**config.mk**
```make
export PLATFORM = sky130hd
export DESIGN_NAME = alu_ctrl_flat
export DESIGN_NICKNAME = d
export VERILOG_FILES = /design/src/rtl/alu_pkg.sv /design/src/rtl/alu_ctrl_if.sv /design/src/rtl/alu_regbank.sv /design/src/rtl/alu_ctrl.sv /design/src/flat_wrapper.sv
export SDC_FILE = /design/constraint.sdc
export NUM_CORES = 1
export LEC_CHECK = 0
export ABC_CLOCK_PERIOD_IN_PS = 2000
export CORE_ASPECT_RATIO = 1.2
export CORE_UTILIZATION = 30
export CTS_CLUSTER_DIAMETER = 150
export DETAILED_ROUTE_END_ITERATION = 6
export PLACE_DENSITY = 0.65
export SYNTH_ARGS = -nofsm -noshare
export SYNTH_HDL_FRONTEND = slang
export SYNTH_SLANG_ARGS = --single-unit
```
**constraint.sdc**
```tcl
create_clock -name clk -period 2 [get_ports clk]
set_input_delay 0.4 -clock clk [delete_from_list [all_inputs] [get_ports clk]]
set_output_delay 0.4 -clock clk [all_outputs]
set_load 0.005 [all_outputs]
```
**src/rtl/alu_pkg.sv**
```systemverilog
// Shared definitions for the ALU sequencing controller: widths, opcodes,
// instruction field layout and FSM state encoding.
package alu_pkg;

  localparam int unsigned DATA_W = 8;
  localparam int unsigned INSN_W = 16;
  localparam int unsigned OP_W   = 3;
  localparam int unsigned RIDX_W = 2;
  localparam int unsigned NREGS  = 4;

  localparam logic [OP_W-1:0] OP_ADD = 3'b000;
  localparam logic [OP_W-1:0] OP_SUB = 3'b001;
  localparam logic [OP_W-1:0] OP_AND = 3'b010;
  localparam logic [OP_W-1:0] OP_OR  = 3'b011;
  localparam logic [OP_W-1:0] OP_NOT = 3'b100;
  localparam logic [OP_W-1:0] OP_XOR = 3'b101;
  localparam logic [OP_W-1:0] OP_SHL = 3'b110;
  localparam logic [OP_W-1:0] OP_SHR = 3'b111;

  localparam int unsigned OP_LSB   = 13;
  localparam int unsigned RD_LSB   = 11;
  localparam int unsigned RA_LSB   = 9;
  localparam int unsigned RB_LSB   = 7;
  localparam int unsigned HALT_BIT = 6;
  localparam int unsigned RSVD_W   = 6;

  typedef struct packed {
    logic [OP_W-1:0]   op;
    logic [RIDX_W-1:0] rd;
    logic [RIDX_W-1:0] ra;
    logic [RIDX_W-1:0] rb;
    logic              halt;
    logic [RSVD_W-1:0] rsvd;
  } insn_t;

  typedef enum logic [2:0] {
    IDLE   = 3'd0,
    FETCH  = 3'd1,
    DECODE = 3'd2,
    EXEC   = 3'd3,
    WB     = 3'd4,
    DONE   = 3'd5
  } state_t;

  // Split a raw ROM word into its fields using the documented bit positions.
  function automatic insn_t decode_insn(input logic [INSN_W-1:0] w);
    insn_t d;
    d.op   = w[OP_LSB +: OP_W];
    d.rd   = w[RD_LSB +: RIDX_W];
    d.ra   = w[RA_LSB +: RIDX_W];
    d.rb   = w[RB_LSB +: RIDX_W];
    d.halt = w[HALT_BIT];
    d.rsvd = w[RSVD_W-1:0];
    return d;
  endfunction

endpackage

```
**src/rtl/alu_ctrl_if.sv**
```systemverilog
// Program-ROM fetch bus and ALU operand/result bus between the controller
// (master) and the ROM/ALU datapath (slave).
interface alu_ctrl_if #(
  parameter int unsigned PROG_AW = 4
) ();

  logic [PROG_AW-1:0]            imem_addr;
  logic [alu_pkg::INSN_W-1:0]    imem_data;
  logic [alu_pkg::OP_W-1:0]      alu_s;
  logic [alu_pkg::DATA_W-1:0]    alu_a;
  logic [alu_pkg::DATA_W-1:0]    alu_b;
  logic [alu_pkg::DATA_W-1:0]    alu_m;

  modport master (
    output imem_addr,
    output alu_s,
    output alu_a,
    output alu_b,
    input  imem_data,
    input  alu_m
  );

  modport slave (
    input  imem_addr,
    input  alu_s,
    input  alu_a,
    input  alu_b,
    output imem_data,
    output alu_m
  );

endinterface

```
**src/rtl/alu_regbank.sv**
```systemverilog
// 4x8 register bank: two operand read ports, a host read port and one
// write port shared between the host (while idle) and write-back.
module alu_regbank
  import alu_pkg::*;
(
  input  logic              clk,
  input  logic              rst_n,
  input  logic              host_sel,
  input  logic              host_we,
  input  logic [RIDX_W-1:0] host_waddr,
  input  logic [DATA_W-1:0] host_wdata,
  input  logic              wb_we,
  input  logic [RIDX_W-1:0] wb_waddr,
  input  logic [DATA_W-1:0] wb_wdata,
  input  logic [RIDX_W-1:0] raddr_a,
  input  logic [RIDX_W-1:0] raddr_b,
  output logic [DATA_W-1:0] rdata_a,
  output logic [DATA_W-1:0] rdata_b,
  input  logic [RIDX_W-1:0] host_raddr,
  output logic [DATA_W-1:0] host_rdata
);

  logic [NREGS-1:0][DATA_W-1:0] regs;
  logic                         we_c;
  logic [RIDX_W-1:0]            waddr_c;
  logic [DATA_W-1:0]            wdata_c;

  // Host owns the write port only while the controller is idle.
  always_comb begin
    we_c    = 1'b0;
    waddr_c = '0;
    wdata_c = '0;
    if (host_sel) begin
      we_c    = host_we;
      waddr_c = host_waddr;
      wdata_c = host_wdata;
    end else begin
      we_c    = wb_we;
      waddr_c = wb_waddr;
      wdata_c = wb_wdata;
    end
  end

  always_ff @(posedge clk or negedge rst_n) begin
    if (!rst_n) begin
      regs <= '0;
    end else if (we_c) begin
      regs[waddr_c] <= wdata_c;
    end
  end

  assign rdata_a    = regs[raddr_a];
  assign rdata_b    = regs[raddr_b];
  assign host_rdata = regs[host_raddr];

endmodule

```
**src/rtl/alu_ctrl.sv**
```systemverilog
// Sequencing controller: fetches ROM instructions, stages bank operands onto
// the external ALU, captures its result and writes it back to the bank.
module alu_ctrl
  import alu_pkg::*;
#(
  parameter int unsigned PROG_AW = 4
) (
  input  logic              clk,
  input  logic              rst_n,
  input  logic              start,
  output logic              busy,
  output logic              done,
  alu_ctrl_if.master        bus,
  input  logic              host_we,
  input  logic [RIDX_W-1:0] host_waddr,
  input  logic [DATA_W-1:0] host_wdata,
  input  logic [RIDX_W-1:0] host_raddr,
  output logic [DATA_W-1:0] host_rdata,
  output logic              flag_z
);

  state_t             state;
  logic [PROG_AW-1:0] pc;
  insn_t              ir;
  insn_t              fetched;
  logic [DATA_W-1:0]  res;
  logic [RIDX_W-1:0]  raddr_a;
  logic [RIDX_W-1:0]  raddr_b;
  logic [DATA_W-1:0]  rdata_a;
  logic [DATA_W-1:0]  rdata_b;
  logic               unused_ir_bits;

  assign fetched        = decode_insn(bus.imem_data);
  assign unused_ir_bits = ^{ir.op, ir.rsvd};
  assign bus.imem_addr  = pc;

  // Operands are read while decoding so the registered ALU inputs are
  // already stable for the whole EXEC cycle; ir is not loaded until then.
  assign raddr_a = (state == DECODE) ? fetched.ra : ir.ra;
  assign raddr_b = (state == DECODE) ? fetched.rb : ir.rb;

  alu_regbank u_regbank (
    .clk        (clk),
    .rst_n      (rst_n),
    .host_sel   (state == IDLE),
    .host_we    (host_we),
    .host_waddr (host_waddr),
    .host_wdata (host_wdata),
    .wb_we      (state == WB),
    .wb_waddr   (ir.rd),
    .wb_wdata   (res),
    .raddr_a    (raddr_a),
    .raddr_b    (raddr_b),
    .rdata_a    (rdata_a),
    .rdata_b    (rdata_b),
    .host_raddr (host_raddr),
    .host_rdata (host_rdata)
  );

  // FSM with registered outputs; ALU drive is zero outside EXEC.
  always_ff @(posedge clk or negedge rst_n) begin
    if (!rst_n) begin
      state     <= IDLE;
      pc        <= '0;
      ir        <= '0;
      res       <= '0;
      flag_z    <= 1'b0;
      busy      <= 1'b0;
      done      <= 1'b0;
      bus.alu_s <= '0;
      bus.alu_a <= '0;
      bus.alu_b <= '0;
    end else begin
      done      <= 1'b0;
      bus.alu_s <= '0;
      bus.alu_a <= '0;
      bus.alu_b <= '0;
      case (state)
        IDLE: begin
          if (start) begin
            state <= FETCH;
            busy  <= 1'b1;
          end
        end
        FETCH: begin
          state <= DECODE;
        end
        DECODE: begin
          ir        <= fetched;
          bus.alu_s <= fetched.op;
          bus.alu_a <= rdata_a;
          bus.alu_b <= rdata_b;
          state     <= EXEC;
        end
        EXEC: begin
          res   <= bus.alu_m;
          state <= WB;
        end
        WB: begin
          flag_z <= (res == '0);
          pc     <= pc + PROG_AW'(1);
          if (ir.halt) begin
            state <= DONE;
            done  <= 1'b1;
          end else begin
            state <= FETCH;
          end
        end
        DONE: begin
          pc    <= '0;
          busy  <= 1'b0;
          state <= IDLE;
        end
        default: begin
          state <= IDLE;
          busy  <= 1'b0;
        end
      endcase
    end
  end

endmodule

```
**src/flat_wrapper.sv**
```systemverilog
// flat-port wrapper written by rule: the top's interface ports become plain ports
module alu_ctrl_flat import alu_pkg::*;
#(
  parameter int unsigned PROG_AW = 4
)
  (clk, rst_n, start, busy, done, host_we, host_waddr, host_wdata, host_raddr, host_rdata, flag_z, bus_imem_addr, bus_alu_s, bus_alu_a, bus_alu_b, bus_imem_data, bus_alu_m);
  alu_ctrl_if #(.PROG_AW(PROG_AW)) bus_i ();
  input  logic clk;
  input  logic rst_n;
  input  logic start;
  output logic busy;
  output logic done;
  input  logic host_we;
  input  logic [RIDX_W-1:0] host_waddr;
  input  logic [DATA_W-1:0] host_wdata;
  input  logic [RIDX_W-1:0] host_raddr;
  output logic [DATA_W-1:0] host_rdata;
  output logic flag_z;
  output wire logic [$bits(bus_i.imem_addr)-1:0] bus_imem_addr;
  output wire logic [$bits(bus_i.alu_s)-1:0] bus_alu_s;
  output wire logic [$bits(bus_i.alu_a)-1:0] bus_alu_a;
  output wire logic [$bits(bus_i.alu_b)-1:0] bus_alu_b;
  input wire logic [$bits(bus_i.imem_data)-1:0] bus_imem_data;
  input wire logic [$bits(bus_i.alu_m)-1:0] bus_alu_m;
  assign bus_imem_addr = bus_i.imem_addr;
  assign bus_alu_s = bus_i.alu_s;
  assign bus_alu_a = bus_i.alu_a;
  assign bus_alu_b = bus_i.alu_b;
  assign bus_i.imem_data = bus_imem_data;
  assign bus_i.alu_m = bus_alu_m;
  alu_ctrl #(.PROG_AW(PROG_AW)) u_core (.clk(clk), .rst_n(rst_n), .start(start), .busy(busy), .done(done), .bus(bus_i), .host_we(host_we), .host_waddr(host_waddr), .host_wdata(host_wdata), .host_raddr(host_raddr), .host_rdata(host_rdata), .flag_z(flag_z));
endmodule
```
Figure 1. I/O nets highlighted.
Bar = 20 um.
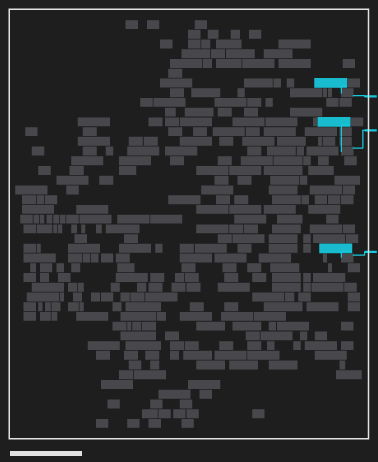
| color | port | bits | direction | edge | end cells | buffers | wire |
|---|---|---|---|---|---|---|---|
| cyan | `bus_alu_s` | 3 | output | right | 3 | 3 | 35.3 um |

Figure 2. Sequential cells grouped by signal name.
Other sequential cells in the stronger gray, the rest of the logic in the fainter gray.
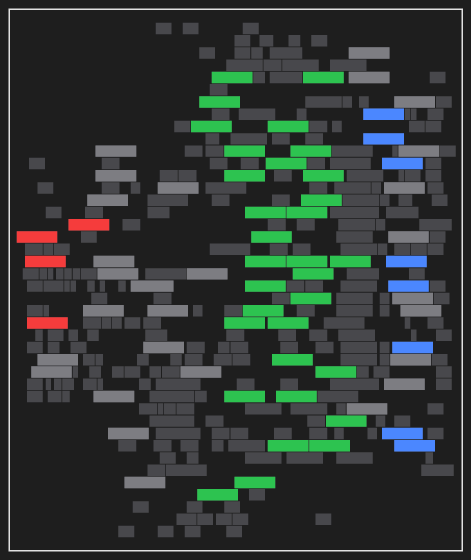
| color | name in the netlist | flops |
|---|---|---|
| green | `u_core.u_regbank.regs` | 32 |
| red | `u_core.bus.imem_addr` | 4 |
| blue | `u_core.bus.alu_a` | 8 |

Figure 3. Metal 1.
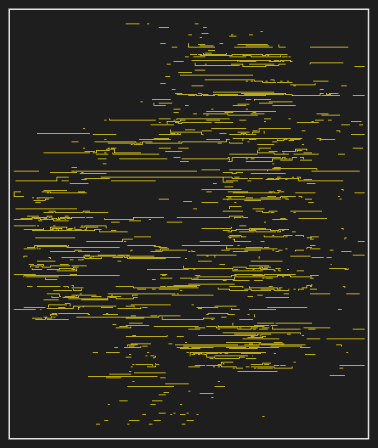
share of all routed wire: 43%
longest straight run: 36.6 um
wire length on this layer: 3330 um
main direction: horizontal

Figure 4. Clock wires, drivers and flops.
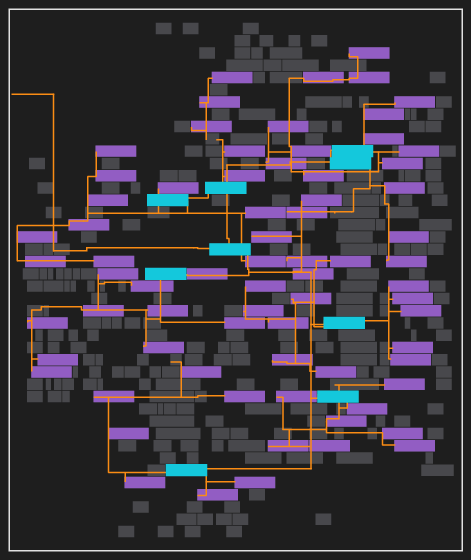
[cyan] clock drivers | count: 9
[orange] clock wires | length: 986 um
[purple] flip-flops | count: 72
routed clock nets: 10

Figure 5. Congestion heat map.
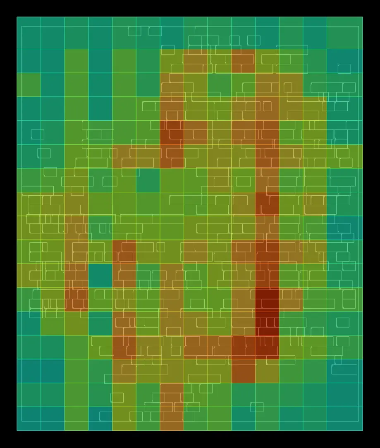
utilization after layout: 0.436
met3 usage: 0.0466
grt peak-use layer: met2
final routed wire length divided by cell count: 16.5 um

==> report_table.html <==
<h2>Implementation results</h2>
<table>
<tr><th>Metric</th><th>Value</th></tr>
<tr><th colspan="2">Run status</th></tr>
<tr><td>Run status</td><td>finished, final reports clean</td></tr>
<tr><th colspan="2">Pwr</th></tr>
<tr><td>Highest-power group</td><td>combinational logic</td></tr>
<tr><td>Power attributed to combinational cells</td><td>about 2.8 mW</td></tr>
<tr><td>Pint</td><td>5.03 mW</td></tr>
<tr><td>Sequential group share of total power</td><td>0.363</td></tr>
<tr><td>Net Switching</td><td>2.15 mW</td></tr>
<tr><td>Clock Power</td><td>1.76 mW</td></tr>
<tr><td>Switching share of power</td><td>0.299</td></tr>
<tr><td>Power Density</td><td>1480 nW/um^2</td></tr>
<tr><td>Highest ir drop seen on vdd</td><td>681 uV</td></tr>
<tr><td>Portion of total power attributed to combinational logic</td><td>0.392</td></tr>
<tr><td>Leakage power summed over all cells</td><td>1.98 nW</td></tr>
<tr><th colspan="2">Clocking</th></tr>
<tr><td>H-Tree Depth</td><td>3</td></tr>
<tr><td>Root buffer selected by CTS</td><td>clkbuf_16</td></tr>
<tr><td>Number of buffers added by the clock tree synthesis step</td><td>9</td></tr>
<tr><td>Number of buffers on the longest clock path</td><td>2</td></tr>
<tr><td>Clock tree from TritonCTS</td><td>built</td></tr>
<tr><td>Clock tree sinks</td><td>72</td></tr>
<tr><td>Cts-stage hold buffer count</td><td>0</td></tr>
<tr><td>Clock-pin slew on the worst setup and hold paths</td><td>50 ps</td></tr>
<tr><th colspan="2">Synth</th></tr>
<tr><td>Most instantiated library cell after synthesis</td><td>dfrtp_1</td></tr>
<tr><td>Yosys stat cell total</td><td>226</td></tr>
<tr><td>Main kind of combinational logic by area</td><td>multiplexers</td></tr>
<tr><td>Top cells by instance count after synthesis</td><td>72 x dfrtp_1, 53 x mux2_2, 24 x mux4_2</td></tr>
<tr><td>Count of flip-flops with a built-in enable after synthesis</td><td>0</td></tr>
<tr><td>Register share after synthesis</td><td>0.520</td></tr>
<tr><td>Share of synthesized area spent on multiplexers</td><td>0.334</td></tr>
<tr><td>Synthesized chip area reported by yosys</td><td>approximately 3500 um^2</td></tr>
<tr><td>Async S/R FF share, synth</td><td>1.00</td></tr>
<tr><td>Library cell occupying the most area in the post-synthesis netlist</td><td>dfrtp_1</td></tr>
<tr><td>Yosys warning count</td><td>0</td></tr>
<tr><td>Adder-Cell Fraction of Synth Area</td><td>0.00361</td></tr>
<tr><td>Synthesized registers</td><td>72</td></tr>
<tr><td>Mapped Cells</td><td>226</td></tr>
<tr><td>Synth Area in XOR/XNOR</td><td>0.00253</td></tr>
<tr><td>Simple-gate share of the synthesized area</td><td>0.0734</td></tr>
<tr><th colspan="2">Finish</th></tr>
<tr><td>Antenna Cells</td><td>0</td></tr>
<tr><td>Number of non-clock buffers</td><td>89</td></tr>
<tr><td>Seq_cells</td><td>72</td></tr>
<tr><td>Logic area</td><td>1590 um^2</td></tr>
<tr><td>Final non-filler cell area</td><td>4850 um^2</td></tr>
<tr><td>Layout overhead on the synthesized area</td><td>40.2%</td></tr>
<tr><td>Share of the final layout cell area in multi-input gates</td><td>0.328</td></tr>
<tr><td>Count of clock buffers in the final design</td><td>11</td></tr>
<tr><td>Fraction of cell area in non-clock buffers</td><td>0.189</td></tr>
<tr><td>Seq/total area</td><td>0.371</td></tr>
<tr><td>Most instantiated logic cell after routing</td><td>dfrtp_1</td></tr>
<tr><td>Dominant class by area</td><td>flip-flops and latches</td></tr>
<tr><td>Tally of filler cells in the layout</td><td>1040</td></tr>
<tr><td>Fraction of final layout cells sized beyond drive strength 1</td><td>0.391</td></tr>
<tr><th colspan="2">Worst setup path</th></tr>
<tr><td>Worst setup SP type</td><td>input port</td></tr>
<tr><td>CP max FO</td><td>4</td></tr>
<tr><td>Family with the most delay on the worst path</td><td>buffers and inverters</td></tr>
<tr><td>Data arrival time of the critical path</td><td>1560 ps</td></tr>
<tr><td>Category of the most critical setup path</td><td>input port to output pin</td></tr>
<tr><td>CP endpoint</td><td>host_rdata[7]</td></tr>
<tr><td>Setup crit start</td><td>host_raddr[0]</td></tr>
<tr><td>Data required time at the worst endpoint</td><td>1600 ps</td></tr>
<tr><td>Cells traversed along the worst timing path</td><td>clkdlybuf4s15_2, buf_12, buf_4, mux4_2, clkdlybuf4s15_1</td></tr>
<tr><td>Endpoint kind of the worst setup timing path</td><td>output pin</td></tr>
<tr><td>Crit. path cell count</td><td>5</td></tr>
<tr><td>Reg-to-reg slack, setup</td><td>around 90 ps</td></tr>
<tr><td>Cells on worst reg2reg path</td><td>5</td></tr>
<tr><td>FF-to-FF Start</td><td>u_core.state[2]</td></tr>
<tr><td>Critical-path cell with the highest stage delay</td><td>mux4_2</td></tr>
<tr><th colspan="2">Global route</th></tr>
<tr><td>Wire length of the first global-routing pass</td><td>13200 um</td></tr>
<tr><td>Initial antenna violation count</td><td>0</td></tr>
<tr><td>All-layer global routing usage</td><td>0.148</td></tr>
<tr><td>Pin count of the biggest net entering global routing</td><td>73</td></tr>
<tr><td>Met2 usage</td><td>0.251</td></tr>
<tr><th colspan="2">Min path</th></tr>
<tr><td>Kind of path behind the tightest hold check</td><td>input port to async pin</td></tr>
<tr><th colspan="2">Timing</th></tr>
<tr><td>Setup TNS</td><td>0 ps</td></tr>
<tr><td>Unrepaired setup endpoints after global routing</td><td>false</td></tr>
<tr><td>Fmax</td><td>510 MHz</td></tr>
<tr><td>Final worst hold slack</td><td>88.7 ps</td></tr>
<tr><td>Number of pins with negative max-slew slack in the final report</td><td>0</td></tr>
<tr><td>Setup clock skew after layout</td><td>9.18 ps</td></tr>
<tr><td>Period Utilization, post-route</td><td>0.979</td></tr>
<tr><td>Tightest slew margin relative to the limit</td><td>0.675</td></tr>
<tr><td>Shortest period the worst path allows</td><td>1960 ps</td></tr>
<tr><td>Transition time at the pin with the least slew margin</td><td>487 ps</td></tr>
<tr><th colspan="2">Floorplan</th></tr>
<tr><td>Overall die area</td><td>12000 um^2</td></tr>
<tr><td>Chip width</td><td>~100 um</td></tr>
<tr><td>Top-level port count</td><td>74</td></tr>
<tr><td>Cell row count</td><td>about 42</td></tr>
<tr><td>Tap cell count</td><td>154</td></tr>
<tr><th colspan="2">Route</th></tr>
<tr><td>Total Wirelength</td><td>7780 um</td></tr>
<tr><td>Router iterations before antenna repair</td><td>4</td></tr>
<tr><td>Routed met2 length</td><td>4000 um</td></tr>
<tr><td>Highest signal layer in the routed design</td><td>met4</td></tr>
<tr><td>Routed vias</td><td>2193</td></tr>
<tr><td>Average vias per placed instance</td><td>4.66</td></tr>
<tr><td>Total routed wire length on the met1 layer</td><td>3330 um</td></tr>
<tr><td>Post-DRT Antenna Nets</td><td>0</td></tr>
<tr><td>Met3 routed wirelength</td><td>361 um</td></tr>
<tr><th colspan="2">Placed design</th></tr>
<tr><td>Worst slack, placed</td><td>-439 ps</td></tr>
<tr><td>Gp weighted congestion</td><td>0.730</td></tr>
<tr><td>Detailed Place HPWL</td><td>approximately 5600 um</td></tr>
<tr><td>Number of cells in the design after placement</td><td>453</td></tr>
</table>
Power and IR drop assume default switching activity.
